File: src/rtl/breath_pwm.sv
// breath_pwm: breathing-LED PWM driver.
// Ramps duty up to a peak, holds, ramps down to zero, holds, repeats.
//
// Ports:
//   sys_clk    system clock
//   sys_rst    synchronous active-high reset
//   en         run enable, low forces IDLE and clears all state
//   step_tick  single-cycle step pulse from the tick generator
//   led        registered PWM LED drive
//   duty       current target duty (cycles high per frame)
//   phase      IDLE=0 RISE=1 PEAK=2 FALL=3 TROUGH=4
//   cycle_done one-cycle pulse when a down-ramp reaches zero

module breath_pwm #(
  parameter int PWM_PERIOD = 1000,
  parameter int DUTY_MAX   = 1000,
  parameter int DUTY_STEP  = 1,
  parameter int HOLD_TICKS = 0,
  parameter int CNT_W      = 16
) (
  input  logic             sys_clk,
  input  logic             sys_rst,
  input  logic             en,
  input  logic             step_tick,
  output logic             led,
  output logic [CNT_W-1:0] duty,
  output logic [2:0]       phase,
  output logic             cycle_done
);

  typedef enum logic [2:0] {
    IDLE   = 3'd0,
    RISE   = 3'd1,
    PEAK   = 3'd2,
    FALL   = 3'd3,
    TROUGH = 3'd4
  } phase_e;

  localparam logic [CNT_W-1:0] FRAME_END = CNT_W'(PWM_PERIOD - 1);
  localparam logic [CNT_W-1:0] D_MAX     = CNT_W'(DUTY_MAX);
  localparam logic [CNT_W-1:0] D_STEP    = CNT_W'(DUTY_STEP);
  localparam logic [CNT_W-1:0] HOLD_N    = CNT_W'(HOLD_TICKS);
  localparam logic             HOLD_EN   = (HOLD_TICKS != 0);
  localparam logic [CNT_W-1:0] ONE       = CNT_W'(1);
  localparam logic [CNT_W-1:0] ZERO      = '0;

  phase_e           state;
  logic [CNT_W-1:0] duty_active;
  logic [CNT_W-1:0] pwm_cnt;
  logic [CNT_W-1:0] hold_cnt;

  logic [CNT_W:0]   sum_up;
  logic [CNT_W-1:0] duty_up;
  logic [CNT_W-1:0] duty_dn;
  logic             hold_last;
  logic             frame_end;

  // One extra bit on the add so a step near the top of the
  // counter range cannot wrap before saturating at the peak.
  assign sum_up    = {1'b0, duty} + {1'b0, D_STEP};
  assign duty_up   = (sum_up >= {1'b0, D_MAX}) ? D_MAX
                                               : sum_up[CNT_W-1:0];
  assign duty_dn   = (duty < D_STEP) ? ZERO : duty - D_STEP;
  assign hold_last = (hold_cnt + ONE) == HOLD_N;
  assign frame_end = (pwm_cnt == FRAME_END);

  assign phase = state;

  always_ff @(posedge sys_clk) begin
    if (sys_rst || !en) begin
      state       <= IDLE;
      duty        <= '0;
      duty_active <= '0;
      pwm_cnt     <= '0;
      hold_cnt    <= '0;
      led         <= 1'b0;
      cycle_done  <= 1'b0;
    end else if (state == IDLE) begin
      // Ticks are ignored on the enabling cycle.
      state      <= RISE;
      pwm_cnt    <= '0;
      led        <= 1'b0;
      cycle_done <= 1'b0;
    end else begin
      cycle_done <= 1'b0;
      led        <= (pwm_cnt < duty_active);

      // Shadow duty only moves at the frame wrap, so a frame
      // always carries one whole duty value.
      if (frame_end) begin
        pwm_cnt     <= '0;
        duty_active <= duty;
      end else begin
        pwm_cnt <= pwm_cnt + ONE;
      end

      if (step_tick) begin
        unique case (state)
          RISE: begin
            duty <= duty_up;
            if (duty_up == D_MAX)
              state <= HOLD_EN ? PEAK : FALL;
          end
          PEAK: begin
            if (hold_last) begin
              hold_cnt <= '0;
              state    <= FALL;
            end else begin
              hold_cnt <= hold_cnt + ONE;
            end
          end
          FALL: begin
            duty <= duty_dn;
            if (duty_dn == ZERO) begin
              state      <= HOLD_EN ? TROUGH : RISE;
              cycle_done <= 1'b1;
            end
          end
          TROUGH: begin
            if (hold_last) begin
              hold_cnt <= '0;
              state    <= RISE;
            end else begin
              hold_cnt <= hold_cnt + ONE;
            end
          end
          default: begin
          end
        endcase
      end
    end
  end

endmodule

File: config.mk
export PLATFORM = sky130hd
export DESIGN_NAME = breath_pwm
export DESIGN_NICKNAME = d
export VERILOG_FILES = /design/src/rtl/breath_pwm.sv
export SDC_FILE = /design/constraint.sdc
export NUM_CORES = 1
export LEC_CHECK = 0
export CAP_MARGIN = 20
export CELL_PAD_IN_SITES_DETAIL_PLACEMENT = 0
export CELL_PAD_IN_SITES_GLOBAL_PLACEMENT = 1
export CORE_ASPECT_RATIO = 1.25
export CORE_MARGIN = 2
export CORE_UTILIZATION = 29
export CTS_BUF_LIST = sky130_fd_sc_hd__clkbuf_8
export DETAILED_ROUTE_END_ITERATION = 10
export PLACE_DENSITY_LB_ADDON = 0.1
export SYNTH_ARGS = -nofsm -noshare
export SYNTH_HDL_FRONTEND = slang
export SYNTH_SLANG_ARGS = --single-unit
File: constraint.sdc
create_clock -name sys_clk -period 3.7 [get_ports sys_clk]
set_input_delay 0.74 -clock sys_clk [delete_from_list [all_inputs] [get_ports sys_clk]]
set_output_delay 0.74 -clock sys_clk [all_outputs]
set_load 0.02 [all_outputs]
==> results.txt, run 1 <==
impl run done, here's what came out: actual slew at the worst max-slew pin=0.696 ns, GRT overflow=0, first-pass GRT wire length=21100 um, Adder Share, Synth=7.03%, Clk pin slew, worst setup/hold paths=0.08 ns, post-CTS setup buffer count=0, yosys synthesis chip area=4270 sq um, ys async rst share=0%, data required time of the worst path=3.96 ns, top area contributor share=31.9%, Crit Path Class=flop to flop, startpoint types=flop, Mapped Cells=568, total of max-cap violations=0, top cells, area=dfxtp_1 (32%), ha_1 (7.0%), nand2_1 (6.0%), a21oi_1 (5.0%), nor2_1 (5.0%), CP max stage cell=or4b_1, Worst R2R Setup Slack=0.47 ns, worst skew pair latency=0.36 ns, standard-cell rows=approximately 49, CP Capture Type=flop, Synth Area in Simple Gates=between 20 and 30%, Final Cell Area=4920 sq um, count of tool warnings=32, Hold Crit Class=flop to flop, power after layout=1.59 mW, distinct lib cells=60, Die X=113 um, via/cell ratio=5.40, CTS root buffer=clkbuf_8, crit-path max FO=7, Min-Delay Path Depth=2, Slew HR=52.9%, WL per Instance=17.1 um, CTS H-tree depth=3, #FFs+latches synth=between 60 and 70, cycle use final=87.3%, cts bufs inserted=9, Most common reg cell=dfxtp_1, total core area=14400 sq um, vias in the first global route=3987, CTS tree=done, Ports=25, 1st-pass router iterations=5, initial antenna violation count=0, achievable frequency=310 MHz, Layout area overhead=15.2%, Setup TNS=0 ns, unrepaired setup endpoints after global routing=false, Nets=606, post-route ant nets=0, outcome=complete, no violations, Largest logic family=simple AND/OR/NAND/NOR gates, fp_density=29.7%, Hold Fails Final Rpt=0, aoi share=17.9%, post-cts sizing count=0, routed via count=4113, Starting DRT DRC Count=between 200 and 300, DR DRC count=0, ANT cells=0, Pleak=1.62 nW, final wirelength=13000 um, Die Y=~140 um, PwrDens=324 nW/um^2, PortBufs=23, Util after Layout=approximately a third, Worst Clk Skew=0.0103 ns, Crit path arrival time=3.49 ns, Multiplexer share=2.20%, largest net degree at the start of global routing=26, xor/xnor share=5.33%, GRT Overall Usage=between 10% and 20%, Placer Congestion=roughly 0.8, placed cell areas=4670 sq um, cell area after synthesis=4270 sq um, layout cells sized above 1=between 6 and 7%, Post-Synthesis Net Count=around 600, fill count=about 1600, largest area contributor in the netlist=dfxtp_1, final setup fails=0, sequential fraction of the synthesis area=31.9%, clk buf depth=2, cts hold-fix bufs=0, Tmin final=3.23 ns, # clock sinks=68, Max stage delay on crit path=0.61 ns, Synth Warn #=0, chip area=between 15000 and 20000 sq um, yosys cell count=approximately 570, Detail Placement HPWL=9510 um, Post-synth top cells=dfxtp_1 (68), nand2_1 (68), nor2_1 (57), flip-flops with a built-in enable=0, Syn Area/Cell=7.52 sq um, Max IR drop VDD=0.000159 V, crit path cell chain=inv_1 -> ha_1 -> or4b_1 -> nor4_4 -> nor2b_1 -> mux2_2 -> or4_1 -> a221o_1 -> a32o_1, R2R depth=9, Final Max Tran Viols=0
-- run 1: routing by layer --
metal | up-vias | wire length, um | share of wire, % | GRT usage, %
li1 | 2039 | - | - | -
met5 | - | 0 | 0 | 0
met3 | 30 | 427 | 3.3 | 3.40
met1 | 1950 | 6050 | 47 | 21.7
met4 | 0 | 384 | 3.0 | 7.51
met2 | 94 | 6140 | 47 | 27.5
-- run 1: critical path, delay by kind of cell (launching register included) --
kind	cells	cell delay, ns
adder cells (fa/ha/maj)	1	0.27
buffers and inverters	1	0.08
AND-OR/OR-AND	2	0.52
multiplexers	1	0.38
flip-flops	1	0.32
AND/OR/NAND/NOR	4	1.56
-- run 1: layout make-up --
class                   instances  area (sq um)  area share, %
clock buffers                  11           151           3.07
clock inverters                 5           106           2.16
inverters                      35           131           2.67
multi-input cells             428          2620           53.3
flip-flops and latches         68          1360           27.6
well taps                     178           223           4.52
repair buffers                 36           328           6.66
-- run 1: worst paths after layout --
kind | from | endpoint
worst max-delay path | duty[0] | phase[1]
worst min-delay path | duty_active[15] | duty_active[15]
worst max register to register | duty[0] | phase[1]
worst min register to register | duty_active[15] | duty_active[15]
-- run 1: sequential cells by signal (all words and copies together), names as in the netlist --
signal and cells:
duty 16, duty_active 16, hold_cnt 16, pwm_cnt 16
phase 2, cycle_done 1, led 1
-- run 1: power breakdown --
part / total, mW / internal, mW / switching [mW]
combinational: 0.0513 / 0.0173 / 0.0340
clock: 0.809 / 0.487 / 0.322
sequential: 0.734 / 0.733 / 0.00198
-- run 1: stage by stage --
step	hold slack, ns	std cells	setup slack, ns
2_1_floorplan	0.425	568	0.401
3_3_place_gp	0.444	745	0.513
3_5_place_dp	0.445	745	0.498
4_1_cts	0.457	761	0.470
5_1_grt	0.476	761	0.201
6_report	0.453	761	0.470
-- run 1: layout by cell type, fill, tap and decap left out, types with 12 or more instances in the layout --
cell	n
buf_4	13
nor3_1	31
xnor2_1	14
ha_1	24
clkdlybuf4s50_1	23
a21oi_1	43
dfxtp_1	68
nor2_1	57
inv_1	34
nand3_1	23
o21ai_0	30
xor2_1	12
nand2_1	68
nor4_1	13
-- run 1: cells by family after synthesis --
group / Yosys count
muxes: 9
AOI/OAI and AO/OA: 120
buffers and inverters: 72
adders and majority gates: 24
xor gates and xnor gates: 26
other: 1
DFF: 68
and+or+nand+nor: 248
run_1/wire_density.png
Scale: 3 px per um. The die is cut into 23 by 28 equal tiles; white is low, dark blue is high, scaled to the fullest tile. Values are wire area over tile area, all layers added.
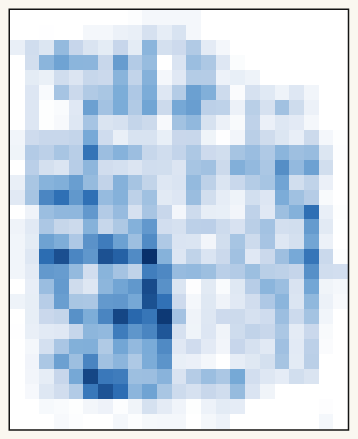
The fullest tile reaches 0.55. The emptiest ninth of the die: north-east. 12% of the tiles are over half the peak. 20% of the tiles are nearly empty. The densest ninth of the die: west.

run_1/gate_families.png
Scale: 3 px per um.
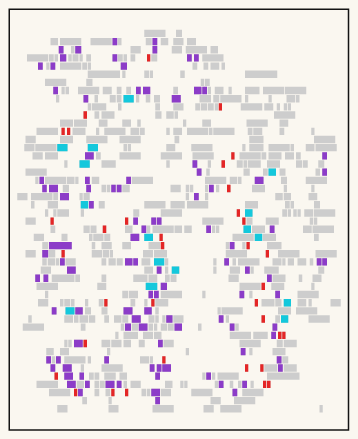
Key: purple = inverting AOI/OAI gates [cells 104, where all over the die]; red = inverters [cells 35]; cyan = AND-OR and OR-AND gates [cells 16]
fraction of area in multi-input gates: 53.3%
non-filler cells, final: 761

run_1/clock_map.png
Scale: 3 px per um.
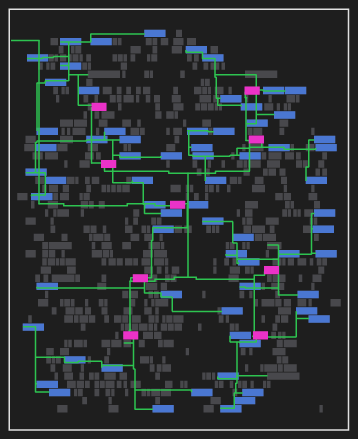
Key: magenta = cells driving clock nets [count 9]; blue = flip-flops [count 68]; green = clock wires [length 1190 um]
There are 10 routed clock nets.

run_1/final_congestion.png
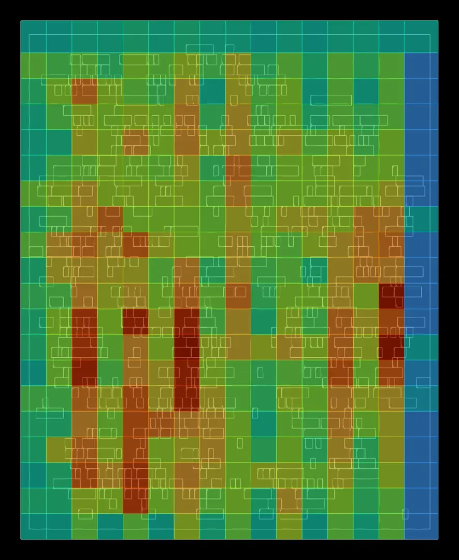
most used routing layer: met2
met3 Use GR: 3.40%

run_1/port_nets.png
Scale: 3 px per um.
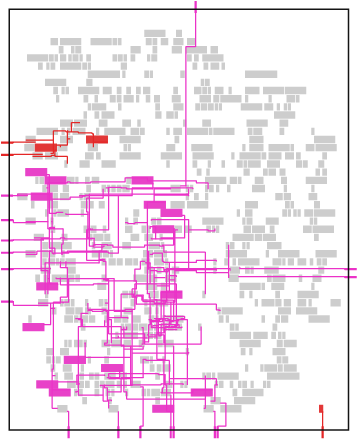

## Run 2: what changed since run 1
- CORE_MARGIN: 2 -> 8
run_2/port_nets.png
Scale: 3 px per um.
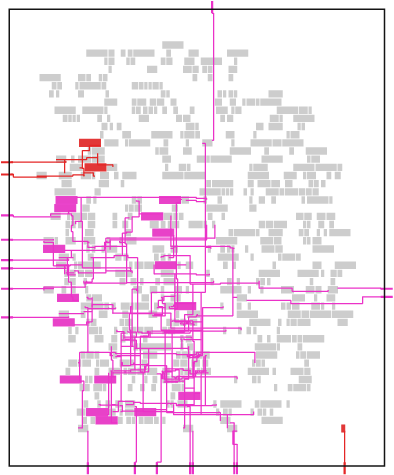
Key: magenta = duty [bits 16, direction output, edge 7 south, 6 west, 2 east, 1 north, end cells 16, buffers 22, wire 2250 um]; red = phase [bits 3, direction output, edge 2 west, 1 south, end cells 3, buffers 2, wire 109 um]

==> results.txt, run 2 <==
impl run done, here's what came out: outcome=complete, no violations, initial antenna violation count=0 (unchanged), CP max stage cell=or4b_1, DR DRC count=0 (unchanged), Adder Share, Synth=7.03% (unchanged), Die Y=152 um (+8.6%), cts bufs inserted=9 (unchanged), ANT cells=0 (unchanged), top cells, area=dfxtp_1 (32%), ha_1 (7.0%), nand2_1 (6.0%), a21oi_1 (5.0%), nor2_1 (5.0%), total of max-cap violations=0 (unchanged), Post-Synthesis Net Count=596 (unchanged), routed via count=4014 (-2.4%), Largest logic family=simple AND/OR/NAND/NOR gates, final wirelength=12800 um (-1.9%), crit-path max FO=7 (unchanged), WP buf/inv=1 (unchanged), DP Worst Slack=0.469 ns (-0.0292 ns), first-pass GRT wire length=20800 um (-1.6%), Worst Clk Skew=0.0130 ns (+0.00278 ns), CP startpoint=duty[0], Final Max Tran Viols=0 (unchanged), top area contributor share=31.9% (unchanged), family with the most delay on the worst path=simple AND/OR/NAND/NOR gates, GRT overflow=0 (unchanged), distinct lib cells=60 (unchanged), fill count=1539 (-1.5%), Die X=125 um (+11%), post-route ant nets=0 (unchanged), achievable frequency=308 MHz (-0.62%), Hold Crit Class=flop to flop, Final Cell Area=4870 sq um (-1.0%), CTS tree=done, Post-synth top cells=dfxtp_1 (68), nand2_1 (68), nor2_1 (57), PwrDens=287 nW/um^2 (-11%), Mapped Cells=568 (unchanged), Max stage delay on crit path=0.61 ns (about the same), most instantiated logic cells after routing=nand2_1 (68), dfxtp_1 (68), nor2_1 (57), a21oi_1 (43), inv_1 (37), PortBufs=23 (unchanged), Nets=609 (+0.50%), worst skew pair latency=0.36 ns (about the same), total core area=14400 sq um (unchanged), Clk pin slew, worst setup/hold paths=0.07 ns (about the same), Setup TNS=0 ns (unchanged), CP Capture Type=flop, Slew HR=51.0% (-2.0 points), Layout area overhead=14.0%, actual slew at the worst max-slew pin=0.728 ns (+0.0319 ns), FF-to-FF Start=duty[0], fp_density=29.7% (unchanged), 1st-pass router iterations=4 (-1), Worst Min Path Start=duty_active[6], Final WS setup=0.450 ns (-0.0202 ns), largest area contributor in the netlist=dfxtp_1, #FFs+latches synth=68 (unchanged), yosys cell count=568 (unchanged), yosys synthesis chip area=4270 sq um (unchanged), Synth Area in Simple Gates=28.8% (unchanged), met2 GRT Util=22.7% (-4.8 points), xor/xnor share=5.33% (unchanged), clk buf depth=2 (unchanged)
run_2/final_congestion.png
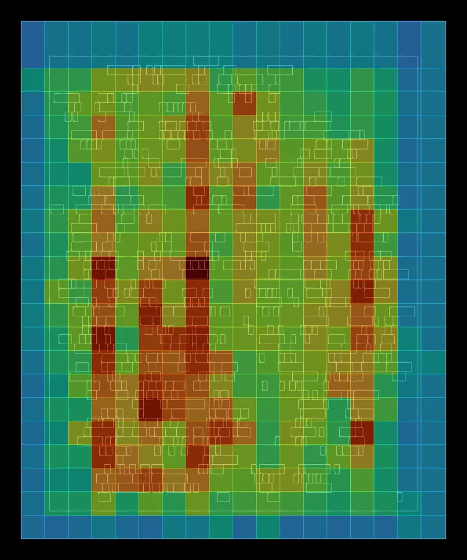
Util after Layout: 33.8%
GRT Overall Usage: 13.7%

## run 2: cell counts after synthesis
No cell type changed its count.
## run 2: worst reg2reg max path, stage by stage, from the launching register on
cell and delay, ns:
dfxtp_1 0.31, inv_1 0.09, ha_1 0.28, or4b_1 0.61, nor4_4 0.26, nor2b_1 0.19, mux2_2 0.37, or4_1 0.51
a221o_1 0.27, a32o_1 0.25
## run 2: cells by family (layout without fill, tap and decap cells)
logic type / after synthesis / after routing
AND-OR/OR-AND: 120 / 120
XOR/XNOR: 26 / 26
buffers and inverters: 72 / 89
AND/OR/NAND/NOR: 248 / 248
adder cells (fa/ha/maj): 24 / 24
multiplexers: 9 / 9
other: 1 / 1
flip-flops: 68 / 68
## run 2: layer usage
| metal | routed length, um | up-vias |
|---|---|---|
| met5 | 0 | - |
| met2 | 5890 | 94 |
| li1 | - | 2032 |
| met3 | 475 | 33 |
| met4 | 455 | 0 |
| met1 | 5940 | 1855 |
## run 2: final cells by class
cell class / instances / area (sq um) / share of cell area, %
repair buffers: 39 / 350 / 7.19
multi-input cells: 428 / 2620 / 53.8
clock buffers: 10 / 138 / 2.82
inverters: 35 / 131 / 2.70
flip-flops and latches: 68 / 1360 / 27.9
clock inverters: 5 / 46.3 / 0.950
well taps: 178 / 223 / 4.57
## run 2: where the power goes
part           internal, mW  switching (mW)  total (mW)
Clock                 0.318           0.295       0.613
Sequential            0.733         0.00200       0.735
Combinational        0.0176          0.0337      0.0513
Total                  1.07           0.331        1.40
## run 2: path summary, 6_finish.rpt
check / slack, ns / to / cells after the start
worst max register to register: 0.45 / phase[1] / 9
worst min register to register: 0.45 / duty_active[6] / 2
worst min-delay path: 0.45 / duty_active[6] / 2
worst max-delay path: 0.45 / phase[1] / 9
## run 2: through the flow
| stage | utilization, % | power [mW] | std cells |
|---|---|---|---|
| after global placement | 32.5 | 0.804 | 748 |
| after CTS | 33.8 | 1.43 | 763 |
| after global routing | 33.8 | 1.46 | 763 |
| after floorplan | - | 0.785 | 568 |
| after detailed placement | 32.5 | 0.804 | 748 |
| final | 33.8 | 1.40 | 763 |
Power figures rest on the tool's default switching activity, not on a simulated workload.
